--- src/rtl/any1_pkg.sv ---
// Shared types and constants for the any1 instruction fetch path.
package any1_pkg;

  localparam int AWID      = 32;
  localparam int LINE_BITS = 512;
  localparam int BEAT_BITS = 128;
  localparam int NBEATS    = LINE_BITS / BEAT_BITS;
  localparam int BIDX_W    = $clog2(NBEATS);
  // Byte-offset widths of a beat and of a line.
  localparam int BEAT_OFS  = $clog2(BEAT_BITS / 8);
  localparam int LINE_OFS  = $clog2(LINE_BITS / 8);

  // Line/ip record handed to the instruction aligner. ip and pip are
  // ip[AWID-1:-1]: vector bit 0 is the fractional bit ip[-1].
  typedef struct packed {
    logic                 v;
    logic [LINE_BITS-1:0] cacheline;
    logic [AWID:0]        ip;
    logic [AWID:0]        pip;
    logic                 predict_taken;
  } sInstAlignIn;

  typedef enum logic [1:0] {
    IFILL_IDLE,
    IFILL_BEAT,
    IFILL_DRAIN,
    IFILL_DONE
  } ifill_state_e;

  // Byte address of beat b inside the line whose line address is line_adr.
  function automatic logic [AWID-1:0] beat_addr(
    input logic [AWID-LINE_OFS-1:0] line_adr,
    input logic [BIDX_W-1:0]        b
  );
    return {line_adr, b, {BEAT_OFS{1'b0}}};
  endfunction

endpackage

--- src/rtl/any1_bus_tmo.sv ---
// Bus acknowledge watchdog: counts wait cycles of a strobed beat and flags
// expiry on the TMO-th cycle without an acknowledge.
module any1_bus_tmo #(
  parameter int unsigned TMO = 255
) (
  input  logic rst_i,
  input  logic clk_i,
  input  logic load_i,    // new burst starts: restart from zero
  input  logic ack_i,     // beat acknowledged: restart from zero
  input  logic run_i,     // a beat is outstanding and unacknowledged this cycle
  output logic expire_o
);

  localparam int unsigned CW = (TMO < 2) ? 1 : $clog2(TMO + 1);

  logic [CW-1:0] cnt_q, cnt_d;

  // cnt_q holds the number of completed wait cycles, so the current cycle is number cnt_q+1.
  assign expire_o = run_i && (cnt_q == CW'(TMO - 1));

  // Next count: clear on load/ack, otherwise advance while waiting.
  always_comb begin
    cnt_d = cnt_q;
    if (load_i || ack_i) begin
      cnt_d = '0;
    end else if (run_i && !expire_o) begin
      cnt_d = cnt_q + CW'(1);
    end
  end

  // Counter register.
  always_ff @(posedge clk_i or posedge rst_i) begin
    if (rst_i) cnt_q <= '0;
    else       cnt_q <= cnt_d;
  end

endmodule

--- src/rtl/any1_iline_fill.sv ---
// Instruction cache line fill: on a fetch miss, reads the line as a wrapping
// critical-beat-first burst, assembles it and presents it to the aligner.
module any1_iline_fill
  import any1_pkg::*;
#(
  parameter int unsigned TMO = 255
) (
  input  logic                 rst_i,
  input  logic                 clk_i,
  input  logic                 miss_i,
  input  logic [AWID:0]        miss_ip_i,
  input  logic [AWID:0]        miss_pip_i,
  input  logic                 miss_pt_i,
  input  logic                 flush_i,
  output logic                 busy_o,
  output logic                 cyc_o,
  output logic                 stb_o,
  output logic [AWID-1:0]      adr_o,
  input  logic                 ack_i,
  input  logic                 err_i,
  input  logic [BEAT_BITS-1:0] dat_i,
  output sInstAlignIn          o,
  output logic                 ferr_o
);

  ifill_state_e       state_q, state_d;
  logic [BIDX_W-1:0]  beat_q,  beat_d;   // slice index of the strobed beat
  logic [BIDX_W-1:0]  bcnt_q,  bcnt_d;   // beats acknowledged so far
  logic [AWID:0]      ip_q,    ip_d;
  logic [AWID:0]      pip_q,   pip_d;
  logic               pt_q,    pt_d;
  logic               cyc_q,   cyc_d;
  logic               stb_q,   stb_d;
  logic [AWID-1:0]    adr_q,   adr_d;
  logic               busy_q,  busy_d;
  logic               ferr_q,  ferr_d;
  sInstAlignIn        o_q,     o_d;

  logic               tmo_load;
  logic               tmo_run;
  logic               tmo_expire;

  // Watchdog runs whenever a strobed beat is waiting for its acknowledge.
  assign tmo_run = ((state_q == IFILL_BEAT) || (state_q == IFILL_DRAIN)) && !ack_i;

  any1_bus_tmo #(.TMO(TMO)) u_tmo (
    .rst_i    (rst_i),
    .clk_i    (clk_i),
    .load_i   (tmo_load),
    .ack_i    (ack_i),
    .run_i    (tmo_run),
    .expire_o (tmo_expire)
  );

  // Fill sequencing: next state and next value of every registered output.
  // NOTE: every signal is given its hold value first, so no path through the
  // case statement leaves one unassigned and no latch is inferred.
  always_comb begin
    state_d  = state_q;
    beat_d   = beat_q;
    bcnt_d   = bcnt_q;
    ip_d     = ip_q;
    pip_d    = pip_q;
    pt_d     = pt_q;
    cyc_d    = cyc_q;
    stb_d    = stb_q;
    adr_d    = adr_q;
    busy_d   = busy_q;
    o_d      = o_q;
    ferr_d   = 1'b0;
    tmo_load = 1'b0;

    case (state_q)
      // DONE lasts one cycle and otherwise behaves like IDLE: busy_o is low.
      IFILL_IDLE, IFILL_DONE: begin
        state_d = IFILL_IDLE;
        if (flush_i) begin
          // Flush beats a simultaneous miss; the miss is dropped.
          o_d.v = 1'b0;
        end else if (miss_i) begin
          ip_d     = miss_ip_i;
          pip_d    = miss_pip_i;
          pt_d     = miss_pt_i;
          beat_d   = miss_ip_i[LINE_OFS:BEAT_OFS+1];
          bcnt_d   = '0;
          adr_d    = beat_addr(miss_ip_i[AWID:LINE_OFS+1], miss_ip_i[LINE_OFS:BEAT_OFS+1]);
          cyc_d    = 1'b1;
          stb_d    = 1'b1;
          busy_d   = 1'b1;
          o_d.v    = 1'b0;
          tmo_load = 1'b1;
          state_d  = IFILL_BEAT;
        end
      end

      IFILL_BEAT: begin
        if (err_i || tmo_expire) begin
          // A fill abandoned by flush in this same cycle reports no error.
          cyc_d   = 1'b0;
          stb_d   = 1'b0;
          busy_d  = 1'b0;
          ferr_d  = !flush_i;
          state_d = IFILL_IDLE;
        end else if (flush_i) begin
          if (ack_i) begin
            cyc_d   = 1'b0;
            stb_d   = 1'b0;
            busy_d  = 1'b0;
            state_d = IFILL_IDLE;
          end else begin
            // The strobed beat must still be completed on the bus.
            state_d = IFILL_DRAIN;
          end
        end else if (ack_i) begin
          o_d.cacheline[int'(beat_q)*BEAT_BITS +: BEAT_BITS] = dat_i;
          beat_d = beat_q + BIDX_W'(1);
          bcnt_d = bcnt_q + BIDX_W'(1);
          if (bcnt_q == BIDX_W'(NBEATS - 1)) begin
            cyc_d           = 1'b0;
            stb_d           = 1'b0;
            busy_d          = 1'b0;
            o_d.v           = 1'b1;
            o_d.ip          = ip_q;
            o_d.pip         = pip_q;
            o_d.predict_taken = pt_q;
            state_d         = IFILL_DONE;
          end else begin
            // Beat index wraps modulo NBEATS, so the address stays in the line.
            adr_d = beat_addr(ip_q[AWID:LINE_OFS+1], beat_q + BIDX_W'(1));
          end
        end
      end

      // Flushed fill: finish the outstanding beat, discard it, report nothing.
      IFILL_DRAIN: begin
        if (ack_i || err_i || tmo_expire) begin
          cyc_d   = 1'b0;
          stb_d   = 1'b0;
          busy_d  = 1'b0;
          state_d = IFILL_IDLE;
        end
      end

      default: state_d = IFILL_IDLE;
    endcase
  end

  // State and registered outputs; reset drops the bus cycle immediately.
  // NOTE: sequential state uses non-blocking assignments so every register
  // samples the values computed before this edge, independent of block order.
  always_ff @(posedge clk_i or posedge rst_i) begin
    if (rst_i) begin
      state_q <= IFILL_IDLE;
      beat_q  <= '0;
      bcnt_q  <= '0;
      ip_q    <= '0;
      pip_q   <= '0;
      pt_q    <= 1'b0;
      cyc_q   <= 1'b0;
      stb_q   <= 1'b0;
      adr_q   <= '0;
      busy_q  <= 1'b0;
      ferr_q  <= 1'b0;
      o_q     <= '0;
    end else begin
      state_q <= state_d;
      beat_q  <= beat_d;
      bcnt_q  <= bcnt_d;
      ip_q    <= ip_d;
      pip_q   <= pip_d;
      pt_q    <= pt_d;
      cyc_q   <= cyc_d;
      stb_q   <= stb_d;
      adr_q   <= adr_d;
      busy_q  <= busy_d;
      ferr_q  <= ferr_d;
      o_q     <= o_d;
    end
  end

  assign busy_o = busy_q;
  assign cyc_o  = cyc_q;
  assign stb_o  = stb_q;
  assign adr_o  = adr_q;
  assign ferr_o = ferr_q;
  assign o      = o_q;

endmodule

--- config.mk ---
export PLATFORM = sky130hd
export DESIGN_NAME = any1_iline_fill
export DESIGN_NICKNAME = d
export VERILOG_FILES = /design/src/rtl/any1_pkg.sv /design/src/rtl/any1_bus_tmo.sv /design/src/rtl/any1_iline_fill.sv
export SDC_FILE = /design/constraint.sdc
export NUM_CORES = 1
export LEC_CHECK = 0
export CELL_PAD_IN_SITES_DETAIL_PLACEMENT = 1
export CELL_PAD_IN_SITES_GLOBAL_PLACEMENT = 1
export CORE_AREA = 2 2 320 322
export DETAILED_ROUTE_END_ITERATION = 10
export DIE_AREA = 0 0 322 324
export PLACE_DENSITY = 0.66
export SETUP_SLACK_MARGIN = 0.2
export SLEW_MARGIN = 20
export SYNTH_ARGS = -nofsm -noshare
export SYNTH_HDL_FRONTEND = slang
export SYNTH_HIERARCHICAL = 1
export SYNTH_SLANG_ARGS = --single-unit
--- constraint.sdc ---
create_clock -name clk_i -period 74.3 [get_ports clk_i]
set_input_delay 14.86 -clock clk_i [delete_from_list [all_inputs] [get_ports clk_i]]
set_output_delay 14.86 -clock clk_i [all_outputs]
set_load 0.03 [all_outputs]
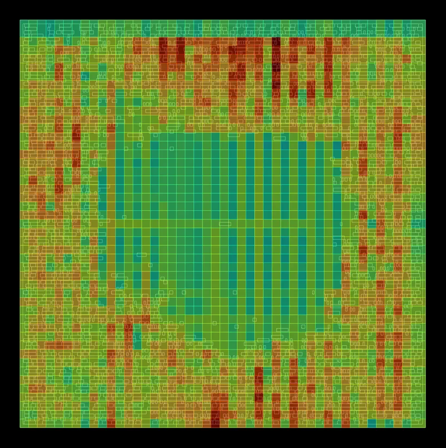
*Routing congestion*
grt peak-use layer: met2
wire per inst: 22.2 microns
M1 GR Usage: 22.7%
Total GRT Usage: 19.0%
global-route met3 utilization: 7.99%

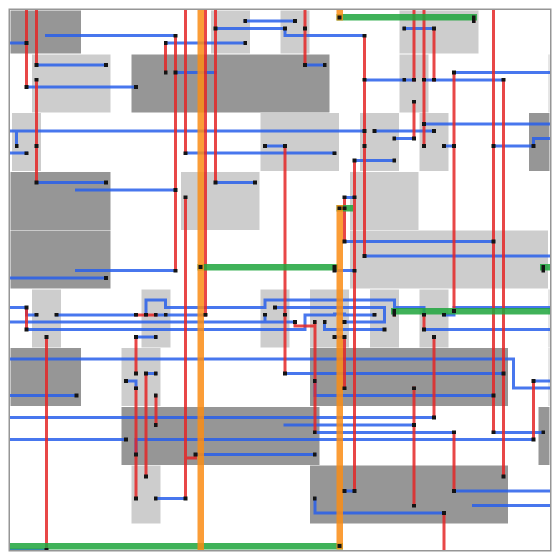
*A small window of the routed layout*
Region (229, 230) to (254, 255) microns. Cells in gray, sequential cells in the stronger gray; small squares are vias.
[orange] met4
[red] met2
[green] met3
[blue] met1
sequential cells in the window: 6
cells with their middle in the window: 26
most frequent: nand2_1 (10), dfrtp_1 (6), clkdlybuf4s50_1 (4)

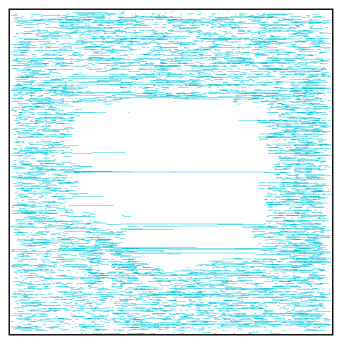
*M1 wires*
(1 px per micron)
main direction: horizontal
nets with wire on the layer: 3,043
share of all routed wire: 40%

==> results.py <==
# Synthesis and PnR figures
metrics = {
    "status": {
        "status": "finished clean",
    },
    "clock_network": {
        "cts-root-buf": "clkbuf_16",
        "ctsResizeCount": 0,
        "clock_path_buffers": 3,
    },
    "finish": {
        "clkbuf_count": 116,
        "stdcell_area_sq_um": 39000,
        "num-nonclk-buffers": 843,
        "bufAreaShareNonClock_pct": 21.6,
        "drive_above_1_share_pct": 11.0,
        "stdcell_count": 4590,
        "final_cell_mix": "clkdlybuf4s50_1 (812), nand2_1 (784), dfrtp_1 (691)",
        "comb_area_share_pct": 23.2,
    },
    "critical_path": {
        "r2r_cells": 9,
        "worstPathMaxFanout": 166,
        "worstSetupStartpointType": "input port",
        "end_kind": "flip-flop",
        "critical_path_class": "input port to flip-flop",
        "crit_arrival_ns": 18.45,
    },
    "global_routing": {
        "grt_pass1_vias": 22400,
    },
    "placed_design": {
        "place.gp.congestion": 0.774,
    },
    "final_timing": {
        "clock_skew_ns": 0.0249,
        "slew_violations": 0,
    },
    "power": {
        "comb_cell_power_w": 0.000316,
        "ir_worst_vdd_mv": 0.0178,
    },
    "synth": {
        "synthMostInstantiatedCell": "nand2_1",
        "syn-cell-area_sq_um": 27300,
        "ys_types": 50,
    },
    "min_path": {
        "whs_path_depth": 2,
    },
    "floorplanning": {
        "core_sq_um": 101000,
        "fp_util_pct": 27.1,
    },
    "routing": {
        "drtAntennaViolNets": 0,
    },
}
-- logic make-up (layout without fill, tap and decap cells) --
group	Yosys count	count (layout)	share of synthesized area, %
AND/OR/NAND/NOR	842	842	12.1
AND-OR/OR-AND	545	545	11.9
adder cells (fa/ha/maj)	12	12	0.549
buffers and inverters	195	988	3.84
multiplexers	196	196	8.33
flip-flops	691	691	63.3
other	1	7	0.0137
-- layer usage --
layer	global-route usage [%]	wire length (microns)	share of wire, %	vias up
met5	0	54	0.053	-
met4	7.29	3510	3.4	8
met3	7.99	10200	10	169
met2	30.4	46900	46	694
met1	22.7	41100	40	10600
li1	-	-	-	9827
No activity file was given, so power comes from the tool's default toggle rates.
